Design llr_frame_buffer, sky130hd; sources not shown.
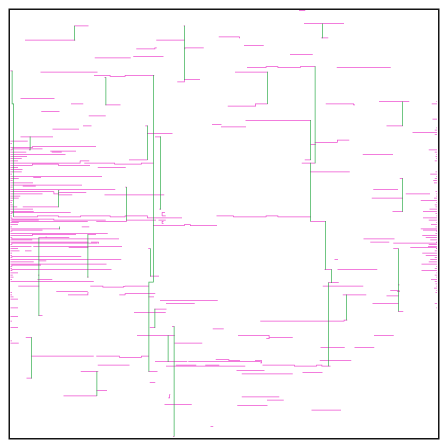
run_1/metal_stack.png
Only two layers are drawn.
legend:
  magenta:
    layer: met3
    wire_length: 4,060 um
  green:
    layer: met4
    wire_length: 999 um
routed vias: 13,027
total track usage: 0.175
wire length per cell: 21.9 um
WL final: 61,200 um

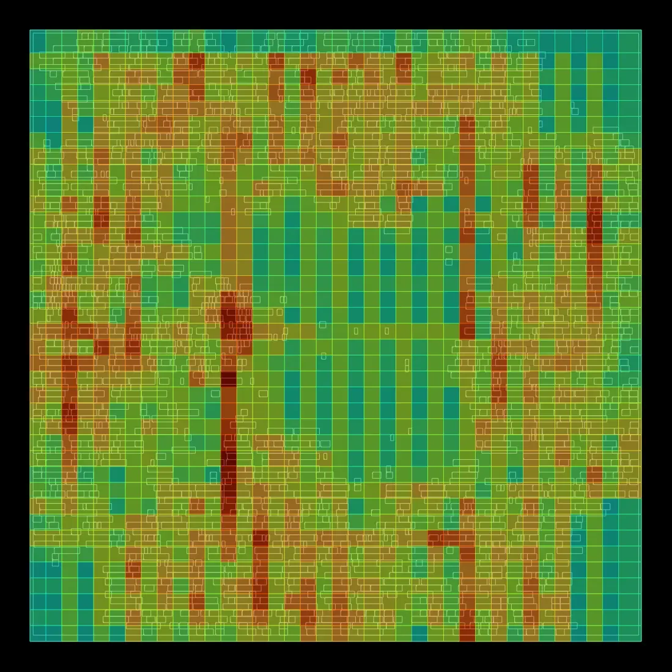
run_1/final_congestion.png
met3 usage: 0.0605
final core occ: 0.458
met2 GRT Util: 0.288

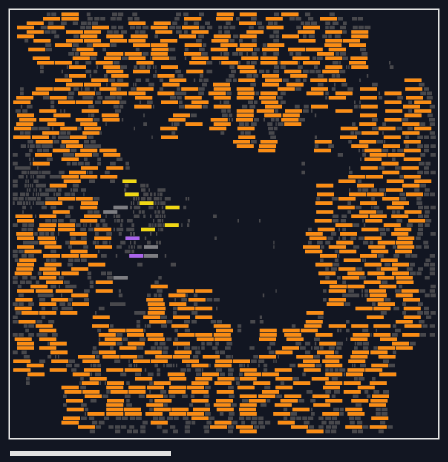
run_1/registers.png
Scale bar: 100 um. Other sequential cells in the stronger gray, the rest of the logic in the fainter gray.
legend:
  yellow:
    name_in_the_netlist: `wcnt`
    placed_flops: 6
  purple:
    name_in_the_netlist: `full`
    placed_flops: 2
  orange:
    name_in_the_netlist: `mem`
    placed_flops: 640
    where: spread over the die
not colored: 5
Reg area: 19,500 um2
fraction of area in registers: 0.622
Seq power: 5.53 mW

==> out/metrics.cfg, run 1 <==
[clocking]
cts_htree_levels=4
cts_buffer_depth=3
clk_pin_slew_ns=0.06
ctsRootBufferMaster=clkbuf_4
numCtsBuffers=170
cts_setup_buffers=0
clock-sinks=653
cts_tree=built
worstSkewPairLatency_ns=0.94

[place]
pre_cts_slack_ns=0.669
place_hpwl_um=39200
place_congestion=0.753
port_buffers=336

[logic_synthesis]
netlist_area_um2=24200
ys_types=37
async_flop_share=0.0199
synth_top_flop_cell=edfxtp_1
fp_nets=1230
postSynthSeqShare=0.806
yosys_warnings=0
numSynthFlops=653
syn_avg_cell_area_um2=20.0
synth_chip_area_um2=24200
yosysCellCount=1213
synthCells=1213
edf_count=640

[final_timing]
maxSlewViolCount=0
fin_crit_ns=5.14
tns_ns=0
setup_viol=0
tightestPinTransition_ns=1.12
rsz0062_at_grt=no
slew-limit-headroom=0.249
fmax_mhz=195
finalHoldViolCount=0
period_used_share=0.934
setup_ws_ns=0.363

[floorplan]
io_pins=338
die_x_um=265
fp_util=0.354
die_h_um=265
row_count=96
core_um2=68600
chip_area_um2=70300

[setup_path]
cp_max_fo=10
crit_required_ns=4.30
max_stage_delay_ns=0.74
slowest_stage=dfrtp_1
start_kind=register
reg2reg_depth=4
crit_chain=clkbuf_1 > clkbuf_1 > mux2_2 > clkdlybuf4s50_1
crit_path_frequent_cell=clkbuf_1
arrival_ns=3.94
path_class=reg -> out
r2r_setup_slack_ns=1.65
critPathCaptureType=output pin

[power_and_ir_drop]
power_density_nw_per_um2=321
finalPower_mw=10.1
vdd_drop_max_v=0.000181
p_leak_nw=10.2

[layout]
lay_top_count=edfxtp_1
final_cell_mix=edfxtp_1 (640), clkdlybuf4s50_1 (336), mux2_2 (321)
nets=1756
fillCellCount=5930
layout-drive-gt1-share=0.337
largest_reg_flops=640
syn_to_final_growth_pct=29.5

[route]
first_iter_violations=723
viasPerCell=4.66
firstDrtPassIters=5
antenna_left=0
route.detailed.drc=0

[job]
log.warning_count=26
maxCapViolations=0

[grt]
antenna_found_initial=4
grt_max_degree=43
grt_overflow=0
grt_pass1_vias=13845
grt_pass1_wl_um=88800

[min_path]
hold_class=in -> async

[outcome]
outcome=complete, no violations

## run 1: metrics by stage
step | hold WS, ns | util | area, um2 | instances
detailed placement | 0.414 | 0.427 | 29300 | 2499
global route | 0.360 | 0.458 | 31400 | 2793
global placement | 0.403 | 0.420 | 28800 | 2480
finish | 0.413 | 0.458 | 31400 | 2796
floorplan | 0.366 | - | 24200 | 1213
CTS | 0.276 | 0.458 | 31400 | 2791
## run 1: Yosys cell counts, drive strengths merged, types with 4 or more instances
library cell | number | area, um2
nand2 | 21 | 78.8
clkbuf | 40 | 150
a21oi | 9 | 45.0
buf | 10 | 57.6
o21ai | 7 | 35.0
nor2 | 103 | 387
nand3 | 8 | 40.0
inv | 7 | 26.3
dfrtp | 13 | 325
nor3 | 4 | 20.0
edfxtp | 640 | 19200
mux2 | 322 | 3630
## run 1: critical path: cells and delay by family, from the launching register on
kind / cells / cell delay (ns)
multiplexers: 1 / 0.41
flip-flops: 1 / 0.74
buffers and inverters: 3 / 1.85
## run 1: cell families after synthesis
logic type	after synthesis	synth area share
simple gates	153	0.0272
fa+ha+maj	2	0.00103
mux	322	0.150
buf+inv	57	0.00965
compound gates	24	0.00588
flops	653	0.806
xor+xnor	1	0.000361
other cells	1	0.000155
## run 1: report_power, final
part	switching, mW	total (mW)	leakage (nW)	internal (mW)
combinational	0.334	0.453	3.00	0.119
clock	1.92	4.11	1.27	2.19
sequential	0.00689	5.53	5.93	5.53
## run 1: metal layers
layer,share of wire,GRT usage,up-vias
met4,0.016,0.0584,2
li1,-,-,5896
met2,0.50,0.288,405
met5,0.00021,0,-
met1,0.42,0.214,6641
met3,0.066,0.0605,83
## run 1: cell type report
type | count | area (um2) | area share
Sequential cell | 653 | 19500 | 0.622
Multi-Input combinational cell | 503 | 4550 | 0.145
Timing Repair Buffer | 355 | 3770 | 0.120
Clock buffer | 253 | 1900 | 0.0605
Tap cell | 931 | 1160 | 0.0371
Clock inverter | 40 | 231 | 0.00737
Buffer | 49 | 210 | 0.00669
Inverter | 7 | 26.3 | 0.000837
Antenna cell | 5 | 12.5 | 0.000398
## run 1: what timing repair did
action,CTS,global route
resized,2,0
hold buffers,0,0
endpoints found under the setup margin,246,0
## Run 2: what changed since run 1
- ABC_AREA: unset -> 1
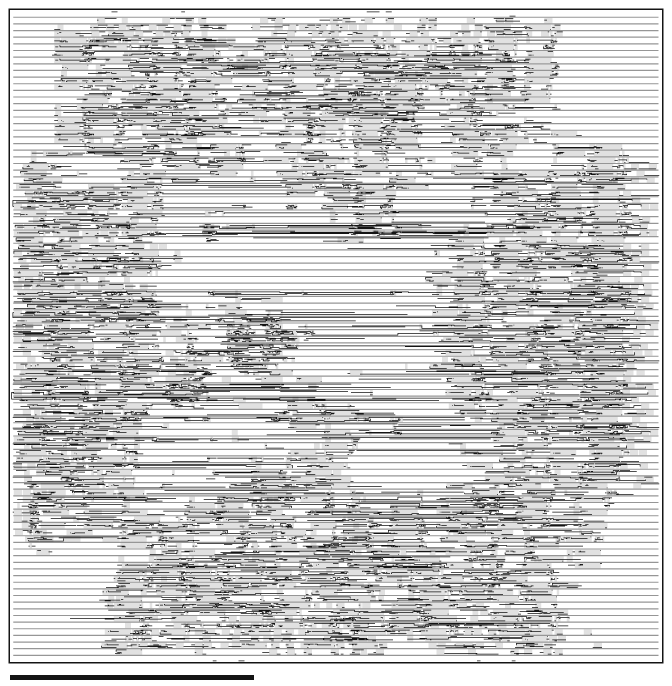
run_2/met1.png
Scale bar: 100 um. Supply wires on this layer in gray.
nets with wire on the layer: 2,292
longest straight run: 96.1 um
share of all routed wire: 43%
wire length on this layer: 29.2 mm
WL final: 68,200 um
routed vias: 16,067
GRT met1 Usage: 0.244

==> out/metrics.cfg, run 2 <==
[place]
port_buffers=336  ; unchanged
place_congestion=0.785  ; was 0.753
pre_cts_slack_ns=1.20  ; was 0.669 ns
place_area_um2=29700  ; was 29,300 um2
place_hpwl_um=46300  ; was 39,200 um

[setup_path]
cp_max_fo=10  ; unchanged
crit_family=buffers and inverters  ; unchanged
reg2reg_depth=10  ; was 4
slowest_stage=clkdlybuf4s50_1  ; was dfrtp_1
crit_buf_inv=5  ; was 3
arrival_ns=3.93  ; was 3.94 ns
crit_chain=buf_2 > clkinv_1 > clkbuf_1 > clkbuf_1 > nand2_1 > nand2_1 > clkdlybuf4s50_1  ; was clkbuf_1 > clkbuf_1 > mux2_2 > clkdlybuf4s50_1
path_class=reg -> out  ; unchanged
critPathCaptureType=output pin  ; unchanged
crit_required_ns=4.30  ; about the same
max_stage_delay_ns=0.82  ; was 0.74 ns
start_kind=register  ; unchanged
r2r_setup_slack_ns=2.51  ; was 1.65 ns
crit_cells=7  ; was 4

[grt]
grt_max_degree=45  ; was 43
grt_use_total=0.192  ; was 0.175
grt_overflow=0  ; unchanged
antenna_found_initial=5  ; was 4
grt_pass1_wl_um=98000  ; was 88,800 um
grt_pass1_vias=15967  ; was 13,845

[clocking]
cts_tree=built  ; unchanged
worstSkewPairLatency_ns=0.96  ; was 0.94 ns
ctsResizeCount=0  ; was 2
cts-hold-fix-buffers=0  ; unchanged
cts_buffer_depth=3  ; unchanged
ctsRootBufferMaster=clkbuf_4  ; unchanged
numCtsBuffers=168  ; was 170
clock-sinks=653  ; unchanged
clk_pin_slew_ns=0.06  ; about the same
cts_htree_levels=4  ; unchanged
cts_setup_buffers=0  ; unchanged

[final_timing]
period_used_share=0.932  ; was 0.934
maxSlewViolCount=0  ; unchanged
rsz0062_at_grt=no  ; unchanged
fmax_mhz=195  ; about the same
tightestPinTransition_ns=1.20  ; was 1.12 ns
fin_crit_ns=5.13  ; was 5.14 ns
setup_viol=0  ; unchanged
setup_ws_ns=0.374  ; was 0.363 ns
finalHoldViolCount=0  ; unchanged
slew-limit-headroom=0.197  ; was 0.249

[logic_synthesis]
synthCells=1933  ; was 1,213
syn_avg_cell_area_um2=12.7  ; was 20.0 um2
simple_gate_area_frac=0.179  ; was 0.0272
yosys-mux-area-fraction=0  ; was 0.150
top_cell=nand2_1  ; was edfxtp_1
synthTopLogicFamily=simple AND/OR/NAND/NOR gates  ; was multiplexers
synth-xor-area-share=0  ; was 0.000361
ys_sh_adder=0.00102  ; was 0.00103
fp_nets=1950  ; was 1,230
synth_top_flop_cell=edfxtp_1  ; unchanged
yosys_warnings=0  ; unchanged
numSynthFlops=653  ; unchanged
top_cells_by_count=nand2_1 (1,010), edfxtp_1 (640), clkbuf_1 (80)  ; was edfxtp_1 (640), mux2_2 (321), nor2_1 (103)
synth_chip_area_um2=24500  ; was 24,200 um2
postSynthSeqShare=0.796  ; was 0.806
aoi_share=0.00449  ; was 0.00588
netlist_area_um2=24500  ; was 24,200 um2
largest_area_cell=edfxtp_1  ; unchanged
netlist.area_leader.share=0.783  ; was 0.793
async_flop_share=0.0199  ; unchanged
edf_count=640  ; unchanged
ys_types=26  ; was 37
top_cells_by_area=edfxtp_1 (78%), nand2_1 (15%), dfrtp_1 (1.3%)  ; was edfxtp_1 (79%), mux2_2 (15%), nor2_1 (1.6%)
yosysCellCount=1933  ; was 1,213

[layout]
lay_top_count=nand2_1  ; was edfxtp_1
largest_reg_flops=640  ; unchanged
final_cell_mix=nand2_1 (1,010), edfxtp_1 (640), clkdlybuf4s50_1 (336)  ; was edfxtp_1 (640), clkdlybuf4s50_1 (336), mux2_2 (321)
finish.instance_area_um2=31900  ; was 31,400 um2
syn_to_final_growth_pct=29.9  ; was 29.5%
fillCellCount=6250  ; was 5,930
nets=2493  ; was 1,756
layout-drive-gt1-share=0.131  ; was 0.337

[power_and_ir_drop]
switchingPower_mw=7.66  ; was 2.26 mW
vdd_drop_max_v=0.000321  ; was 0.000181 V
combPwrFrac=0.446  ; was 0.045
p_int_mw=9.92  ; was 7.83 mW
clkPwrFrac=0.236  ; was 0.407
p_sw_frac=0.436  ; was 0.224
seq_power_share=0.318  ; was 0.548
power_density_nw_per_um2=551  ; was 321 nW/um2
p_leak_nw=12.2  ; was 10.2 nW

[floorplan]
row_count=96  ; unchanged
chip_area_um2=71200  ; was 70,300 um2
die_h_um=267  ; was 265 um
die_x_um=267  ; was 265 um
io_pins=338  ; unchanged
core_um2=68900  ; was 68,600 um2
fp_util=0.356  ; was 0.354

[route]
wl_per_cell_um=19.3  ; was 21.9 um
antenna_left=0  ; unchanged
route.detailed.drc=0  ; unchanged
viasPerCell=4.56  ; was 4.66
first_iter_violations=997  ; was 723
firstDrtPassIters=5  ; unchanged

[outcome]
outcome=complete, no violations  ; unchanged

[job]
log.warning_count=26  ; unchanged
maxCapViolations=0  ; unchanged

[min_path]
hold_class=in -> async  ; unchanged

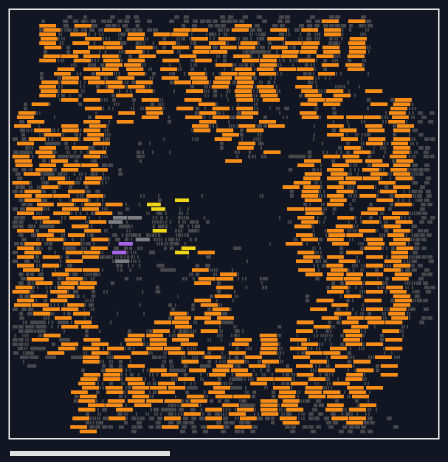
run_2/registers.png
Scale bar: 100 um. Other sequential cells in the stronger gray, the rest of the logic in the fainter gray.
fraction of area in registers: 0.613
final core occ: 0.463

[run 2: cell count changes after synthesis, moves of 4 or more]
cell	change
nand2_1	+989
mux2_2	-321
clkbuf_1	+40
nor2_1	-24
nor3_1	+20
inv_1	+18
inv_2	+5
buf_1	-4
nand2_2	+4
[run 2: per-layer routing]
| layer | global-route usage | wire (um) | up-vias |
|---|---|---|---|
| met5 | 0 | 57 | - |
| met4 | 0.0610 | 1070 | 8 |
| met3 | 0.0566 | 4750 | 85 |
| met2 | 0.313 | 33100 | 531 |
| met1 | 0.244 | 29200 | 7737 |
| li1 | - | - | 7706 |
[run 2: layout make-up]
cell class,count,area (um2),area share
buffer,86,347,0.0109
sequential,653,19500,0.613
multi-input combinational,1163,4630,0.145
inverter,31,116,0.00365
timing repair buffer,373,3950,0.124
tap,931,1160,0.0365
clock inverter,28,205,0.00643
clock buffer,257,1930,0.0605
antenna,2,5.00,0.000157
[run 2: stage by stage]
stage	TNS, ns	power (mW)	std cells	util	hold WS, ns
detailed placement	0	13.6	3230	0.431	0.442
CTS	0	17.8	3515	0.462	0.291
floorplan	0	10.7	1933	-	0.386
global placement	-2238.88	13.5	3200	0.422	0.400
global route	0	18.4	3524	0.463	0.364
finish	0	17.6	3524	0.463	0.408
[run 2: power by group through the flow]
stage               combinational (mW)  sequential [mW]  clock (mW)
detailed placement                7.92             5.69           0
CTS                               7.94             5.58        4.27
floorplan                         4.96             5.70           0
global placement                  7.81             5.74           0
global route                      8.26             5.59        4.51
finish                            7.84             5.59        4.14
[run 2: cell families after synthesis]
| kind of cell | after synthesis |
|---|---|
| other | 1 |
| AND/OR/NAND/NOR | 1139 |
| flip-flops | 653 |
| AND-OR/OR-AND | 21 |
| adder cells (fa/ha/maj) | 2 |
| buffers and inverters | 117 |
Power is estimated from default activity; no workload was simulated.
